[config.mk]
export PLATFORM = sky130hd
export DESIGN_NAME = mc_control
export DESIGN_NICKNAME = d
export VERILOG_FILES = /design/src/rtl/mc_control.sv
export SDC_FILE = /design/constraint.sdc
export NUM_CORES = 1
export LEC_CHECK = 0
export CORE_MARGIN = 3
export CORE_UTILIZATION = 38
export CTS_BUF_LIST = sky130_fd_sc_hd__clkbuf_8 sky130_fd_sc_hd__clkbuf_16
export CTS_CLUSTER_DIAMETER = 30
export DETAILED_ROUTE_END_ITERATION = 8
export GPL_ROUTABILITY_DRIVEN = 1
export MAX_ROUTING_LAYER = met4
export PLACE_DENSITY_LB_ADDON = 0.08
export SLEW_MARGIN = 0
export SYNTH_ARGS = -nofsm -noshare
export SYNTH_HDL_FRONTEND = slang
export SYNTH_SLANG_ARGS = --single-unit
export TNS_END_PERCENT = 1
[constraint.sdc]
create_clock -name clk -period 1.65 [get_ports clk]
set_input_delay 0.2475 -clock clk [delete_from_list [all_inputs] [get_ports clk]]
set_output_delay 0.2475 -clock clk [all_outputs]
set_load 0.005 [all_outputs]
[src/rtl/mc_control.sv]
// Multicycle MIPS-subset control unit: a Moore FSM that steps each instruction
// through fetch, decode and execute states and decodes the datapath strobes
// from the registered state. Supports lw, sw, R-type, beq, addi and j.
module mc_control (
  input  logic       clk,
  input  logic       reset,     // asynchronous, active-low
  input  logic [5:0] opcode,
  input  logic       zero,
  output logic       pcen,
  output logic       iord,
  output logic       memread,
  output logic       memwrite,
  output logic       irwrite,
  output logic       regwrite,
  output logic       regdst,
  output logic       memtoreg,
  output logic       alusrca,
  output logic [1:0] alusrcb,
  output logic [1:0] aluop,
  output logic [1:0] pcsrc,
  output logic       retire,
  output logic       illegal,
  output logic [3:0] state
);

  typedef enum logic [3:0] {
    S_FETCH   = 4'd0,
    S_DECODE  = 4'd1,
    S_MEMADR  = 4'd2,
    S_MEMRD   = 4'd3,
    S_MEMWB   = 4'd4,
    S_MEMWR   = 4'd5,
    S_EXECUTE = 4'd6,
    S_ALUWB   = 4'd7,
    S_BRANCH  = 4'd8,
    S_ADDIEX  = 4'd9,
    S_ADDIWB  = 4'd10,
    S_JUMP    = 4'd11
  } state_t;

  localparam logic [5:0] OP_LW    = 6'b100011;
  localparam logic [5:0] OP_SW    = 6'b101011;
  localparam logic [5:0] OP_RTYPE = 6'b000000;
  localparam logic [5:0] OP_BEQ   = 6'b000100;
  localparam logic [5:0] OP_ADDI  = 6'b001000;
  localparam logic [5:0] OP_J     = 6'b000010;

  state_t     r_state;
  state_t     w_next;
  logic       w_pcwrite, w_branch;
  logic       w_iord, w_memread, w_memwrite, w_irwrite, w_regwrite;
  logic       w_regdst, w_memtoreg, w_alusrca;
  logic [1:0] w_alusrcb, w_aluop, w_pcsrc;
  logic       w_retire, w_illegal;

  // State register; reset parks the machine in FETCH.
  // NOTE: sequential state uses non-blocking assignments so every flop samples pre-edge values.
  always_ff @(posedge clk or negedge reset) begin
    if (!reset) r_state <= S_FETCH;
    else        r_state <= w_next;
  end

  // Next-state selection and Moore output decode of the registered state.
  always_comb begin
    // NOTE: every signal gets a default first so no path through the case infers a latch.
    w_next     = S_FETCH;
    w_pcwrite  = 1'b0;
    w_branch   = 1'b0;
    w_iord     = 1'b0;
    w_memread  = 1'b0;
    w_memwrite = 1'b0;
    w_irwrite  = 1'b0;
    w_regwrite = 1'b0;
    w_regdst   = 1'b0;
    w_memtoreg = 1'b0;
    w_alusrca  = 1'b0;
    w_alusrcb  = 2'b00;
    w_aluop    = 2'b00;
    w_pcsrc    = 2'b00;
    w_retire   = 1'b0;
    w_illegal  = 1'b0;
    case (r_state)
      S_FETCH: begin
        w_next    = S_DECODE;
        w_memread = 1'b1;
        w_irwrite = 1'b1;
        w_alusrcb = 2'b01;
        w_pcwrite = 1'b1;
      end
      S_DECODE: begin
        w_alusrcb = 2'b11;  // precompute branch target into ALUOut
        case (opcode)
          OP_LW, OP_SW: w_next = S_MEMADR;
          OP_RTYPE:     w_next = S_EXECUTE;
          OP_BEQ:       w_next = S_BRANCH;
          OP_ADDI:      w_next = S_ADDIEX;
          OP_J:         w_next = S_JUMP;
          default: begin
            // PC already advanced in FETCH, so just resume at the next instruction.
            w_next    = S_FETCH;
            w_illegal = 1'b1;
          end
        endcase
      end
      S_MEMADR: begin
        w_alusrca = 1'b1;
        w_alusrcb = 2'b10;
        w_next    = (opcode == OP_SW) ? S_MEMWR : S_MEMRD;
      end
      S_MEMRD: begin
        w_next    = S_MEMWB;
        w_iord    = 1'b1;
        w_memread = 1'b1;
      end
      S_MEMWB: begin
        w_memtoreg = 1'b1;
        w_regwrite = 1'b1;
        w_retire   = 1'b1;
      end
      S_MEMWR: begin
        w_iord     = 1'b1;
        w_memwrite = 1'b1;
        w_retire   = 1'b1;
      end
      S_EXECUTE: begin
        w_next    = S_ALUWB;
        w_alusrca = 1'b1;
        w_aluop   = 2'b10;
      end
      S_ALUWB: begin
        w_regdst   = 1'b1;
        w_regwrite = 1'b1;
        w_retire   = 1'b1;
      end
      S_BRANCH: begin
        w_alusrca = 1'b1;
        w_aluop   = 2'b01;
        w_pcsrc   = 2'b01;
        w_branch  = 1'b1;
        w_retire  = 1'b1;
      end
      S_ADDIEX: begin
        w_next    = S_ADDIWB;
        w_alusrca = 1'b1;
        w_alusrcb = 2'b10;
      end
      S_ADDIWB: begin
        w_regwrite = 1'b1;
        w_retire   = 1'b1;
      end
      S_JUMP: begin
        w_pcsrc   = 2'b10;
        w_pcwrite = 1'b1;
        w_retire  = 1'b1;
      end
      default: w_next = S_FETCH;  // unused encodings recover to FETCH
    endcase
  end

  // Outputs are qualified by reset so that asserting it silences every strobe
  // immediately, without waiting for the state register to settle on a clock.
  assign pcen     = (w_pcwrite | (w_branch & zero)) & reset;
  assign iord     = w_iord     & reset;
  assign memread  = w_memread  & reset;
  assign memwrite = w_memwrite & reset;
  assign irwrite  = w_irwrite  & reset;
  assign regwrite = w_regwrite & reset;
  assign regdst   = w_regdst   & reset;
  assign memtoreg = w_memtoreg & reset;
  assign alusrca  = w_alusrca  & reset;
  assign alusrcb  = w_alusrcb  & {2{reset}};
  assign aluop    = w_aluop    & {2{reset}};
  assign pcsrc    = w_pcsrc    & {2{reset}};
  assign retire   = w_retire   & reset;
  assign illegal  = w_illegal  & reset;
  assign state    = r_state;

endmodule

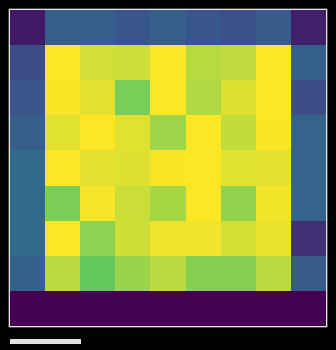
*Placement density heat map, run 1*
Scale bar: 10 um. 9 x 9 tiles, from dark purple (low) to yellow (high), 0 to 100% covered.
61% of the tiles are over 75% full. The fullest tile reaches 100%. The densest ninth of the die: middle. 11% of the tiles are nearly empty.

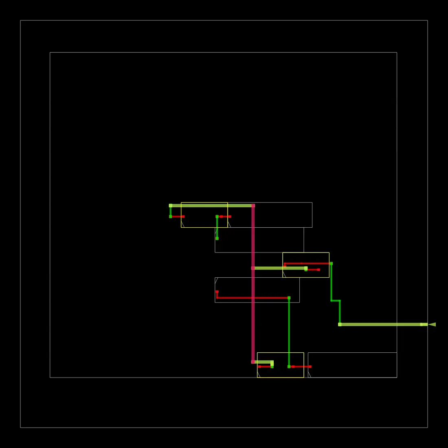
*Clock routing, run 1*
total clock buffers created by CTS: 3
Clock group: 208 uW
count of flip-flops and latches: 4
clock sink count: 4

==> results.txt, run 1 <==
Implementation results are summarized by area below.

Status
The run finished, with violations left. The checks that failed: setup timing.

Global routing
The met2 track demand over resource in global routing is 0.494. The remaining global-route overflow is 0. The maximum number of pins on one net before global-route repair is 10.

Detailed routing
The top routing layer in use is met4. After detailed routing, the met3 layer carries ~230 um of wire. The count of TritonRoute iterations in the first routing pass is 4.

After the first detailed-routing iteration, the DRC count stood at 47.

Layout
The most common logic cell in the final layout is sky130_fd_sc_hd__buf_4. The fraction of area in multi-input gates is 0.410. The area taken by multi-input combinational cells is reported as 522 um^2. The register area is 103 um^2. In the layout the commonest cells are 31 x sky130_fd_sc_hd__buf_4, 8 x sky130_fd_sc_hd__buf_6, 7 x sky130_fd_sc_hd__nor2_1, 7 x sky130_fd_sc_hd__clkdlybuf4s50_1. For this run, the post-layout net count is 155. The repair_antennas step left the layout with diodes totalling 0. The buffer count excluding the clock tree in the final layout is between 60 and 70. The summed area of non-filler cells in the final layout is 0.00127 mm^2.

Counting the clock-network buffers in the layout gives 3.

Power and ir drop
The power report puts the leakage power at a little over 0.6 nW. The net switching power is ~700 uW. Overall power consumption after layout is estimated at 1.62 mW. The heaviest power group is combinational logic. Sequential cells consume a total of between 200 and 250 uW.

Logic synthesis
Of all flip-flops after synthesis, the portion carrying an async set or reset was 1.00. The flip-flop and latch count after synthesis is 4. The most frequently used library cell after synthesis is sky130_fd_sc_hd__nor3_1. The area recorded from the Yosys report for this design is approximately 560 um^2.

STA
After layout, the worst setup slack is -0.182 ns. Endpoints with negative setup slack in the final report add up to 9. The worst setup skew after layout is 0.00409 ns. At the pin with the least slew margin, the transition time is 0.413 ns.

For this run, the top clock speed supported by timing is ~550 MHz.

Setup path
The largest individual stage delay along the critical path comes from the cell sky130_fd_sc_hd__dfrtp_2. The total buffers and inverters traversed by the critical path is 2. For this run, the slowest stage of the critical path takes 0.45 ns.

The last element of the critical path is regwrite. Walking the worst path, the cells encountered are buf_6 -> or3b_4 -> a21oi_2 -> o21a_1 -> buf_2. The launch point of the critical path is state[3].

Die
The die outline height is roughly 44 um.

Place
Before CTS, the worst setup slack after placement is -0.580 ns.
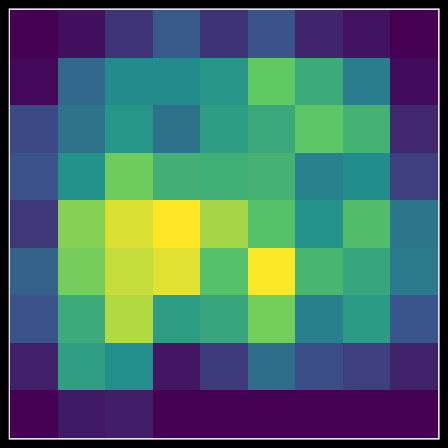
*Routed metal per tile, run 1*
9 x 9 tiles, from dark purple (low) to yellow (high), scaled to the fullest tile. Values are wire area over tile area, all layers added.
42% of the tiles are over half the peak. The densest ninth of the die: middle. 11% of the tiles are nearly empty. The fullest tile reaches 0.69. The emptiest ninth of the die: bottom right.

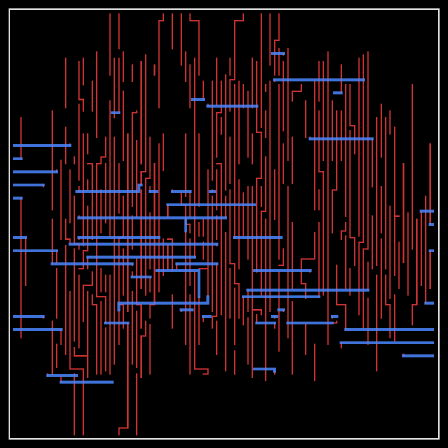
*Routed metal, one color a layer, run 1*
Two of the layers only.
Blue is M3, wire length 231 um. Red is M2, wire length 1630 um.

### Placement by cell class, run 1

Scale bar: 10 um.
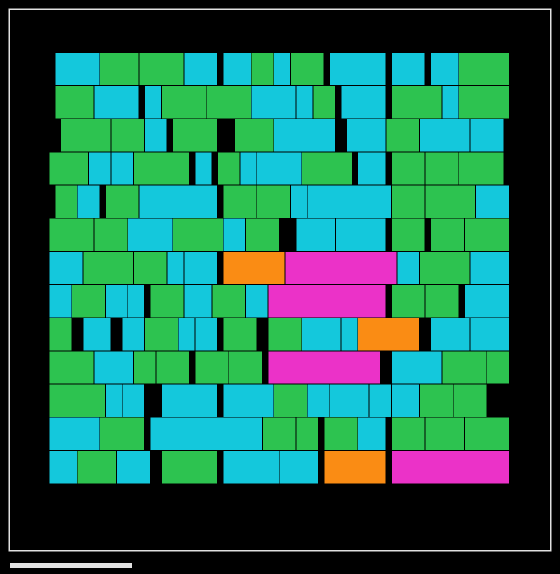

==> run 2: changes to the inputs <==
Settings changed: RECOVER_POWER set to 50.
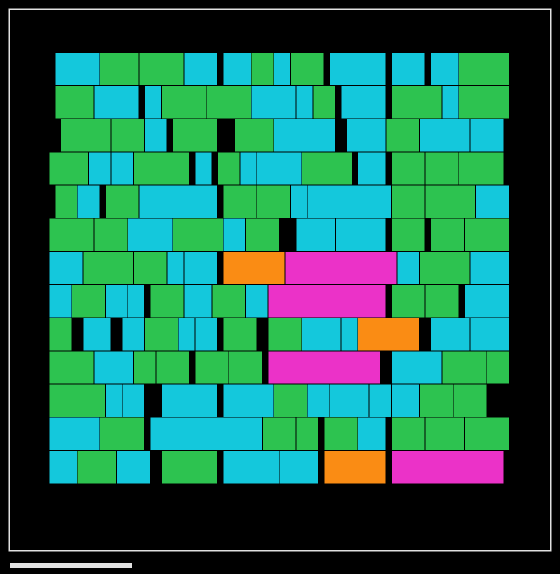
*Placement by cell class, run 2*
Scale bar: 10 um.
Magenta is registers, cells 4, share of their area 8.1%. Cyan is remaining logic cells, cells 69, share of their area 43%. Orange is clock-net drivers, cells 3, share of their area 3.3%. Green is remaining buffers and delay cells, cells 68, share of their area 46%.

==> run 2 against run 1 <==
The flow still finishes with violations (setup timing). Design area about the same. Sequential share of layout area down 0.090 points. Count of clock-buffer cells in the layout unchanged. Synthesized area unchanged. Fmax down 3.4%. Die area unchanged. Clock skew about the same. Setup slack worse by 0.065 ns. Critical endpoint is now illegal. Highest routed layer unchanged.
==> results.txt, run 2 <==
Implementation results are summarized by area below.

STA
The maximum operating frequency was 527 MHz (was 546 MHz). The total of endpoints with negative setup slack in the final report is 13 (was 9). The post-layout worst setup margin is -0.247 ns (was -0.182 ns). The worst setup skew after layout is 0.00410 ns (was 0.00409 ns). The slew at the pin closest to its max-slew limit is 0.413 ns (unchanged).

Logic synthesis
The leading cell type by number of instances after synthesis was sky130_fd_sc_hd__nor3_1 (unchanged). The yosys synthesis chip area is 557 um^2 (unchanged). The async set or reset register ratio after synthesis is 1.00 (unchanged). The flip-flop and latch count after synthesis came to 4 (unchanged).

Layout
The leading cell type in the layout, fill and taps excluded was sky130_fd_sc_hd__buf_4 (unchanged). The count of antenna diodes in the layout is 0 (unchanged). The number of sequential cells in the layout is 4 (unchanged). The summed area of non-filler cells in the final layout came to 0.00127 mm^2 (about the same). The buffer count excluding the clock tree in the final layout is 68 (unchanged).

Status
Violations in the final reports: setup timing (unchanged). Run status: finished, violations left (unchanged).

Clock tree
The clock net sink count is 4 (unchanged). The clock buffer count from CTS is 3 (unchanged).

Power and ir drop
The clock distribution power came to 208 uW (about the same). The reported sequential group power is 198 uW (was 201 uW). The sum of internal, switching and leakage power was 1.61 mW (was 1.62 mW).

Detailed routing
The top routing layer in use is met4 (unchanged). The length of routed met3 wiring was 230 um (unchanged).

Setup path
The launch point of the critical path is opcode[3] (was state[3]). The library cell contributing the largest single delay on the critical path is sky130_fd_sc_hd__dlygate4sd3_1 (was sky130_fd_sc_hd__dfrtp_2). The last element of the critical path is illegal (was regwrite). The total buffers and inverters traversed by the critical path is 2 (unchanged).

Place
The worst setup timing slack at the placement stage is -0.580 ns (unchanged).

Global routing
The met2 track demand over resource in global routing is 0.494 (unchanged).
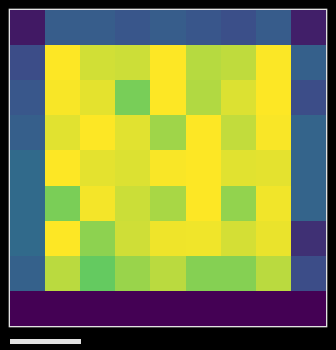
*Placement density heat map, run 2*
Scale bar: 10 um. 9 x 9 tiles, from dark purple (low) to yellow (high), 0 to 100% covered.
The fullest tile reaches 100%. 61% of the tiles are over 75% full. The densest ninth of the die: middle. The mean over all tiles is 64%. 11% of the tiles are nearly empty.

### Routed metal, one color a layer, run 2

Two of the layers only.
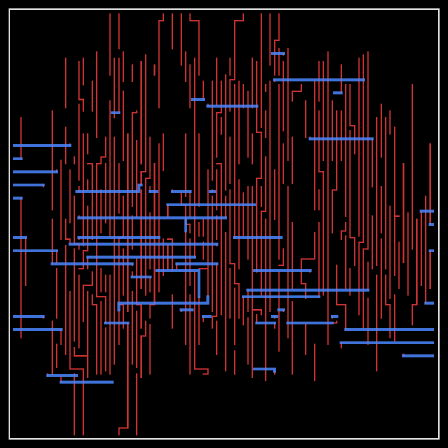

==> run 3: changes to the inputs <==
Settings changed: CORE_MARGIN 3 to 2.
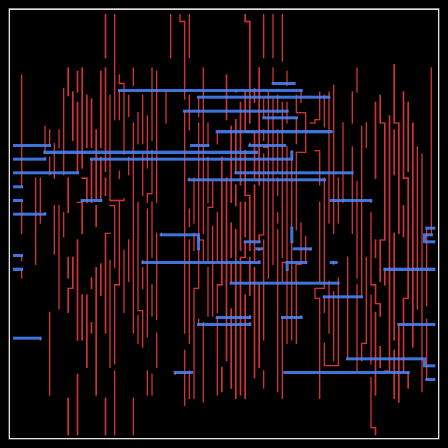
*Routed metal, one color a layer, run 3*
Two of the layers only.
Red is M2, wire length 1460 um. Blue is M3, wire length 239 um.

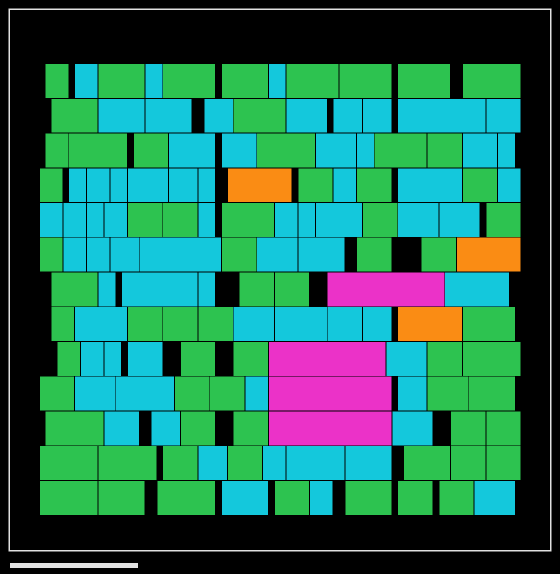
*Placement by cell class, run 3*
Scale bar: 10 um.
Orange is clock-net drivers, cells 3, share of their area 3.3%. Magenta is registers, cells 4, share of their area 8.3%. Green is remaining buffers and delay cells, cells 66, share of their area 47%. Cyan is remaining logic cells, cells 69, share of their area 42%.

==> run 3 against run 2 <==
The run still ends with setup timing left. Fmax increased by 3.3%. Synthesized area unchanged. Critical path depth increased by 1. Clock power up 4%. Critical path type is now flip-flop to primary output. Largest cell class unchanged. Largest power group unchanged. Highest routed layer unchanged.
==> results.txt, run 3 <==
Implementation results are summarized by area below.

Status
Run status: finished, violations left (unchanged). Violations in the final reports: setup timing (unchanged).

Clock tree
The clock net sink count came to 4 (unchanged).

Power and ir drop
The net switching power is 622 uW (was 697 uW). The clock distribution power is 216 uW (was 208 uW). The reported sequential group power came to 181 uW (was 198 uW).

STA
The maximum operating frequency is 545 MHz (was 527 MHz). The worst setup skew after layout was 0.00445 ns (was 0.00410 ns). The slew at the pin closest to its max-slew limit came to 0.312 ns (was 0.413 ns). The total of endpoints with negative setup slack in the final report was 9 (was 13).

The post-layout worst setup margin is -0.186 ns (was -0.247 ns).

Layout
The area of combinational cells with multiple inputs is 503 um^2 (was 522 um^2). The buffer count excluding the clock tree in the final layout is 66 (was 68). The number of sequential cells in the layout is 4 (unchanged).

The register area came to 103 um^2 (was 101 um^2). The leading cell type in the layout, fill and taps excluded is sky130_fd_sc_hd__buf_4 (unchanged). The fraction of area in multi-input gates is 0.401 (was 0.410). The clock buffer count in the final layout came to 3 (unchanged).

Place
The worst setup timing slack at the placement stage is -0.518 ns (was -0.580 ns).

Logic synthesis
The leading cell type by number of instances after synthesis was sky130_fd_sc_hd__nor3_1 (unchanged). The yosys synthesis chip area came to 557 um^2 (unchanged). The async set or reset register ratio after synthesis is 1.00 (unchanged).

Detailed routing
The top routing layer in use is met4 (unchanged).

Global routing
The remaining global-route overflow is 0 (unchanged).

Setup path
The maximum cell stage delay along the critical path came to 0.41 ns (was 0.62 ns).

Die
The die outline height is 42.3 um (was 44.3 um).
Power figures rest on the tool's default switching activity, not on a simulated workload.
